<file path="config.mk">
export PLATFORM = sky130hd
export DESIGN_NAME = mc_controller
export DESIGN_NICKNAME = d
export VERILOG_FILES = /design/src/rtl/mips_ctrl_pkg.sv /design/src/rtl/mc_controller_alu_decoder.sv /design/src/rtl/mc_controller.sv
export SDC_FILE = /design/constraint.sdc
export NUM_CORES = 1
export LEC_CHECK = 0
export CAP_MARGIN = 30
export CORE_MARGIN = 2
export CORE_UTILIZATION = 50
export DETAILED_ROUTE_END_ITERATION = 8
export GPL_TIMING_DRIVEN = 0
export PLACE_DENSITY_LB_ADDON = 0.08
export SKIP_LAST_GASP = 1
export SYNTH_ARGS = -nofsm -noshare
export SYNTH_HDL_FRONTEND = slang
export SYNTH_HIERARCHICAL = 1
export SYNTH_SLANG_ARGS = --single-unit
export TNS_END_PERCENT = 50
</file>
<file path="constraint.sdc">
create_clock -name clk -period 4.25 [get_ports clk]
set_input_delay 0.85 -clock clk [delete_from_list [all_inputs] [get_ports clk]]
set_output_delay 0.85 -clock clk [all_outputs]
set_load 0.03 [all_outputs]
</file>
<file path="src/rtl/mips_ctrl_pkg.sv">
// Shared encodings for the multicycle MIPS control unit: FSM states, opcode/funct
// constants, ALU operation codes and the per-state control word.
package mips_ctrl_pkg;

    typedef enum logic [3:0] {
        FETCH   = 4'd0,
        DECODE  = 4'd1,
        MEMADR  = 4'd2,
        MEMRD   = 4'd3,
        MEMWB   = 4'd4,
        MEMWR   = 4'd5,
        RTYPEEX = 4'd6,
        RTYPEWB = 4'd7,
        BEQEX   = 4'd8,
        BNEEX   = 4'd9,
        IMMEX   = 4'd10,
        IMMWB   = 4'd11,
        JEX     = 4'd12
    } state_t;

    localparam logic [5:0] OP_RTYPE = 6'b000000;
    localparam logic [5:0] OP_LW    = 6'b100011;
    localparam logic [5:0] OP_SW    = 6'b101011;
    localparam logic [5:0] OP_BEQ   = 6'b000100;
    localparam logic [5:0] OP_BNE   = 6'b000101;
    localparam logic [5:0] OP_ADDI  = 6'b001000;
    localparam logic [5:0] OP_ANDI  = 6'b001100;
    localparam logic [5:0] OP_ORI   = 6'b001101;
    localparam logic [5:0] OP_SLTI  = 6'b001010;
    localparam logic [5:0] OP_J     = 6'b000010;

    localparam logic [5:0] FN_ADD = 6'b100000;
    localparam logic [5:0] FN_SUB = 6'b100010;
    localparam logic [5:0] FN_AND = 6'b100100;
    localparam logic [5:0] FN_OR  = 6'b100101;
    localparam logic [5:0] FN_SLT = 6'b101010;

    localparam logic [2:0] ALUCONT_AND = 3'b000;
    localparam logic [2:0] ALUCONT_OR  = 3'b001;
    localparam logic [2:0] ALUCONT_ADD = 3'b010;
    localparam logic [2:0] ALUCONT_SUB = 3'b110;
    localparam logic [2:0] ALUCONT_SLT = 3'b111;

    typedef struct packed {
        logic       memwrite;
        logic       irwrite;
        logic       regwrite;
        logic       pcwrite;
        logic       branch;
        logic       bne;
        logic       iord;
        logic       memtoreg;
        logic       regdst;
        logic       alusrca;
        logic [1:0] alusrcb;
        logic       extop;
        logic [1:0] pcsrc;
        logic [2:0] alucont;
    } ctrl_t;

    function automatic logic op_supported(input logic [5:0] op);
        case (op)
            OP_RTYPE, OP_LW, OP_SW, OP_BEQ, OP_BNE,
            OP_ADDI, OP_ANDI, OP_ORI, OP_SLTI, OP_J: op_supported = 1'b1;
            default:                                 op_supported = 1'b0;
        endcase
    endfunction

    function automatic state_t next_state(input state_t s, input logic [5:0] op);
        next_state = FETCH;
        case (s)
            FETCH:   next_state = DECODE;
            DECODE: begin
                case (op)
                    OP_LW, OP_SW:                      next_state = MEMADR;
                    OP_RTYPE:                          next_state = RTYPEEX;
                    OP_BEQ:                            next_state = BEQEX;
                    OP_BNE:                            next_state = BNEEX;
                    OP_ADDI, OP_ANDI, OP_ORI, OP_SLTI: next_state = IMMEX;
                    OP_J:                              next_state = JEX;
                    default:                           next_state = FETCH;
                endcase
            end
            MEMADR:  next_state = (op == OP_SW) ? MEMWR : MEMRD;
            MEMRD:   next_state = MEMWB;
            RTYPEEX: next_state = RTYPEWB;
            IMMEX:   next_state = IMMWB;
            default: next_state = FETCH;
        endcase
    endfunction

    // Control word for state s; op only matters for IMMEX, whose op is stable by then.
    function automatic ctrl_t state_ctrl(input state_t s, input logic [5:0] op);
        ctrl_t c;
        c = '0;
        case (s)
            FETCH: begin
                c.irwrite = 1'b1;
                c.alusrcb = 2'b01;
                c.alucont = ALUCONT_ADD;
                c.pcwrite = 1'b1;
            end
            DECODE: begin
                c.alusrcb = 2'b11;
                c.extop   = 1'b1;
                c.alucont = ALUCONT_ADD;
            end
            MEMADR: begin
                c.alusrca = 1'b1;
                c.alusrcb = 2'b10;
                c.extop   = 1'b1;
                c.alucont = ALUCONT_ADD;
            end
            MEMRD: c.iord = 1'b1;
            MEMWB: begin
                c.memtoreg = 1'b1;
                c.regwrite = 1'b1;
            end
            MEMWR: begin
                c.iord     = 1'b1;
                c.memwrite = 1'b1;
            end
            RTYPEEX: begin
                c.alusrca = 1'b1;
                c.alucont = ALUCONT_ADD;
            end
            RTYPEWB: begin
                c.regdst   = 1'b1;
                c.regwrite = 1'b1;
            end
            BEQEX, BNEEX: begin
                c.alusrca = 1'b1;
                c.alucont = ALUCONT_SUB;
                c.pcsrc   = 2'b01;
                c.branch  = (s == BEQEX);
                c.bne     = (s == BNEEX);
            end
            IMMEX: begin
                c.alusrca = 1'b1;
                c.alusrcb = 2'b10;
                case (op)
                    OP_ANDI: c.alucont = ALUCONT_AND;
                    OP_ORI:  c.alucont = ALUCONT_OR;
                    OP_SLTI: begin
                        c.extop   = 1'b1;
                        c.alucont = ALUCONT_SLT;
                    end
                    default: begin
                        c.extop   = 1'b1;
                        c.alucont = ALUCONT_ADD;
                    end
                endcase
            end
            IMMWB: c.regwrite = 1'b1;
            JEX: begin
                c.pcsrc   = 2'b10;
                c.pcwrite = 1'b1;
            end
            default: c = '0;
        endcase
        return c;
    endfunction

endpackage

</file>
<file path="src/rtl/mc_controller_alu_decoder.sv">
// R-type funct field to ALU operation decode; unknown functs fall back to ADD and flag illegal.
import mips_ctrl_pkg::*;

module alu_decoder (
    input  logic [5:0] funct,
    output logic [2:0] alucont,
    output logic       illegal
);

    always_comb begin
        alucont = ALUCONT_ADD;
        illegal = 1'b0;
        case (funct)
            FN_ADD:  alucont = ALUCONT_ADD;
            FN_SUB:  alucont = ALUCONT_SUB;
            FN_AND:  alucont = ALUCONT_AND;
            FN_OR:   alucont = ALUCONT_OR;
            FN_SLT:  alucont = ALUCONT_SLT;
            default: illegal = 1'b1;
        endcase
    end

endmodule

</file>
<file path="src/rtl/mc_controller.sv">
// Multicycle MIPS control unit: Moore FSM driving datapath enables, mux selects and ALU op.
import mips_ctrl_pkg::*;

module mc_controller (
    input  logic       clk,
    input  logic       reset_n,
    input  logic [5:0] op,
    input  logic [5:0] funct,
    input  logic       zero,
    output logic       memwrite,
    output logic       irwrite,
    output logic       regwrite,
    output logic       pcen,
    output logic       iord,
    output logic       memtoreg,
    output logic       regdst,
    output logic       alusrca,
    output logic [1:0] alusrcb,
    output logic       extop,
    output logic [1:0] pcsrc,
    output logic [2:0] alucont,
    output logic       illegal,
    output state_t     dbg_state
);

    state_t     state;
    ctrl_t      ctrl;
    logic [2:0] dec_alucont;
    logic       dec_illegal;

    alu_decoder u_alu_decoder (
        .funct   (funct),
        .alucont (dec_alucont),
        .illegal (dec_illegal)
    );

    // The control word is registered alongside the state, so it always matches state.
    always_ff @(posedge clk or negedge reset_n) begin
        if (!reset_n) begin
            state <= FETCH;
            ctrl  <= state_ctrl(FETCH, 6'b000000);
        end else begin
            state <= next_state(state, op);
            ctrl  <= state_ctrl(next_state(state, op), op);
        end
    end

    // Reset leaves FETCH values in ctrl; the write enables are masked while reset_n is low.
    assign memwrite = ctrl.memwrite & reset_n;
    assign irwrite  = ctrl.irwrite  & reset_n;
    assign regwrite = ctrl.regwrite & reset_n;
    assign pcen     = reset_n & (ctrl.pcwrite | (ctrl.branch & zero) | (ctrl.bne & ~zero));
    assign iord     = ctrl.iord;
    assign memtoreg = ctrl.memtoreg;
    assign regdst   = ctrl.regdst;
    assign alusrca  = ctrl.alusrca;
    assign alusrcb  = ctrl.alusrcb;
    assign extop    = ctrl.extop;
    assign pcsrc    = ctrl.pcsrc;
    assign alucont  = (state == RTYPEEX) ? dec_alucont : ctrl.alucont;
    assign illegal  = reset_n & (((state == DECODE) & ~op_supported(op)) |
                                 ((state == RTYPEEX) & dec_illegal));
    assign dbg_state = state;

endmodule

</file>
**Run 1: PDN straps and rails**

Drawn at 6 px/um. Pins as bars on the die edge. Tap cells in grey.
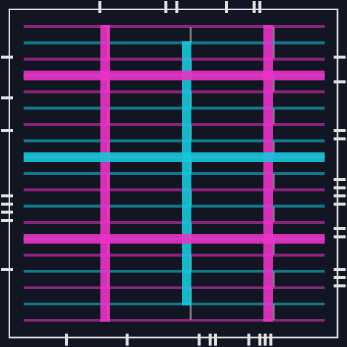
| net | colour |
|---|---|
| VSS | magenta |
| VDD | cyan |
rows: 18
tap cells: 30
worst IR drop on VDD: 0.412 mV
placeable core area: 2450 um^2
die outline height: 54.4 um
width of the die: 54.4 um

**Run 1: placement density heat map**

Drawn at 6 px/um. 11 x 11 tiles, from white (low) to dark blue (high), 0 to 100% covered.
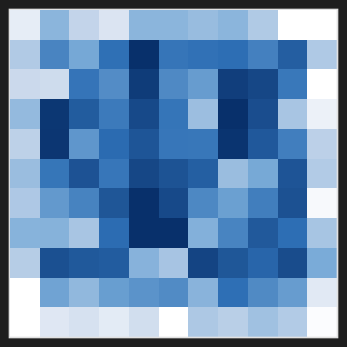
fullest tile: 100%
nearly empty tiles: 5.8%
emptiest ninth of the die: lower left
tiles over 75% full: 31%
densest ninth of the die: centre
utilization of the core after routing: 69.4%
effective utilization at floorplan: 51.8%

==> results.yml <==
# yosys + openroad results
status:
  run_status: "finished clean"
worst_setup_path:
  critical-path-slowest-cell: "sky130_fd_sc_hd__clkdlybuf4s50_1"
  path_depth: 7
  critPathTopFamily: "buffers and inverters"
  worst_reg2reg_endpoint: "ctrl[12]$_DFF_PN0_"
  r2r-start: "dbg_state[3]$_DFF_PN0_"
  critPathLaunch: "op[3]"
  critical_path.cell_chain: "clkdlybuf4s50_1, buf_2, mux2_2, a31oi_1, o21ai_0, a21boi_0, clkdlybuf4s50_1"
  critical_path.most_common_cell: "sky130_fd_sc_hd__clkdlybuf4s50_1"
  crit_path_end: "illegal"
  critPathCaptureType: "output pin"
  required_time_worst_endpoint_ns: 3.40
  r2r_slack_ns: 1.96
global_route:
  grt_first_pass_wirelength_um: 4240
  grtUsageMet3_pct: 4.92
  grt_antenna_before_repair: 0
  via_count_of_the_first_global_routing_pass: 1010
layout:
  num-clock-buffers: 4
  seq_area_um2: 556
  area.share.combinational_pct: 37.3
  max_flop_register: "ctrl"
  largest_register_ff_count: 9
  final_common_cell: "sky130_fd_sc_hd__clkdlybuf4s50_1"
  share_of_cells_above_drive_strength_1_pct: 17.6
  final_cells: 195
  final_cell_area_um2: 1700
  logic_gates: 90
  area_growth_syn_to_layout_pct: 33.9
  numSequentialCells: 22
logic_synthesis:
  ys_types: 44
  edf_count: 0
  ys_seq_elements: 22
  post_synth_instance_area_um2: 1270
  synth-cells-yosys: 127
  async_flop_share_pct: 100
  synth_dominant_cell_count: "sky130_fd_sc_hd__dfrtp_1"
  synthTopCellsByArea: "sky130_fd_sc_hd__dfrtp_1 (35%), sky130_fd_sc_hd__dfstp_2 (8.3%), sky130_fd_sc_hd__mux2_2 (4.4%), sky130_fd_sc_hd__nor3_1 (3.1%), sky130_fd_sc_hd__nand2_1 (2.9%)"
  mux_area_share_pct: 6.00
  ys.flop_type: "sky130_fd_sc_hd__dfrtp_1"
min_path:
  timing.hold.worst_path_depth: 2
detailed_routing:
  first_pass_iteration_count_of_the_detailed_router: 4
  dr_wl_met2_um: 1370
  drt_drc_violations_left: 0
  via_density_per_instance: 5.73
clocking:
  cts_tree: "done"
  number_of_clock_sinks_seen_by_cts: 22
  clk_root_buffer_cell: "sky130_fd_sc_hd__clkbuf_4"
  cts_max_level: 1
  post_cts.resized_instances: 0
  holdBufCountCts: 0
timing:
  worst_pin_slew_ns: 0.651
  setup_viol: 0
  period_used_pct: 86.5
  fin_ws_ns: 0.573
  finalHoldWorstSlack_ns: 0.646
  min_period_ns: 3.68
  finalMaxSlewViolations: 0
power:
  sequentialPowerShare_pct: 36.2
  seq_pwr_uw: 285
  power-top-group: "combinational cells"
  combPwrFrac_pct: 49.1
  pwr_density_cell_nw_per_um2: 463
  powerComb_uw: 387
  p_leak_uw: 0.000714
placed_design:
  post_dp_cell_area_um2: 1670
  hpwlAfterDp_um: 2040
floorplan:
  die_area_um2: 2960
  floorplan.rows: 18
**Run 1: signal wires by layer**

Drawn at 8 px/um.
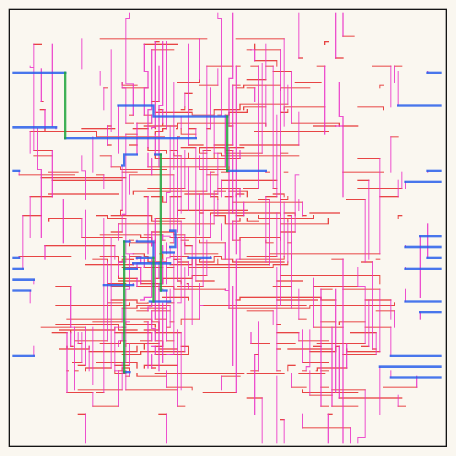
| layer | colour | wire length |
|---|---|---|
| M3 | blue | 142 um |
| M4 | green | 53.7 um |
| M1 | red | 1130 um |
| M2 | magenta | 1370 um |
combined global-route utilization of all metal layers: 19.7%
total length of routed wires: 2690 um
detailed-route via count: 1117
routed wirelength normalized by instance count: 13.8 um

Power and IR drop assume default switching activity.
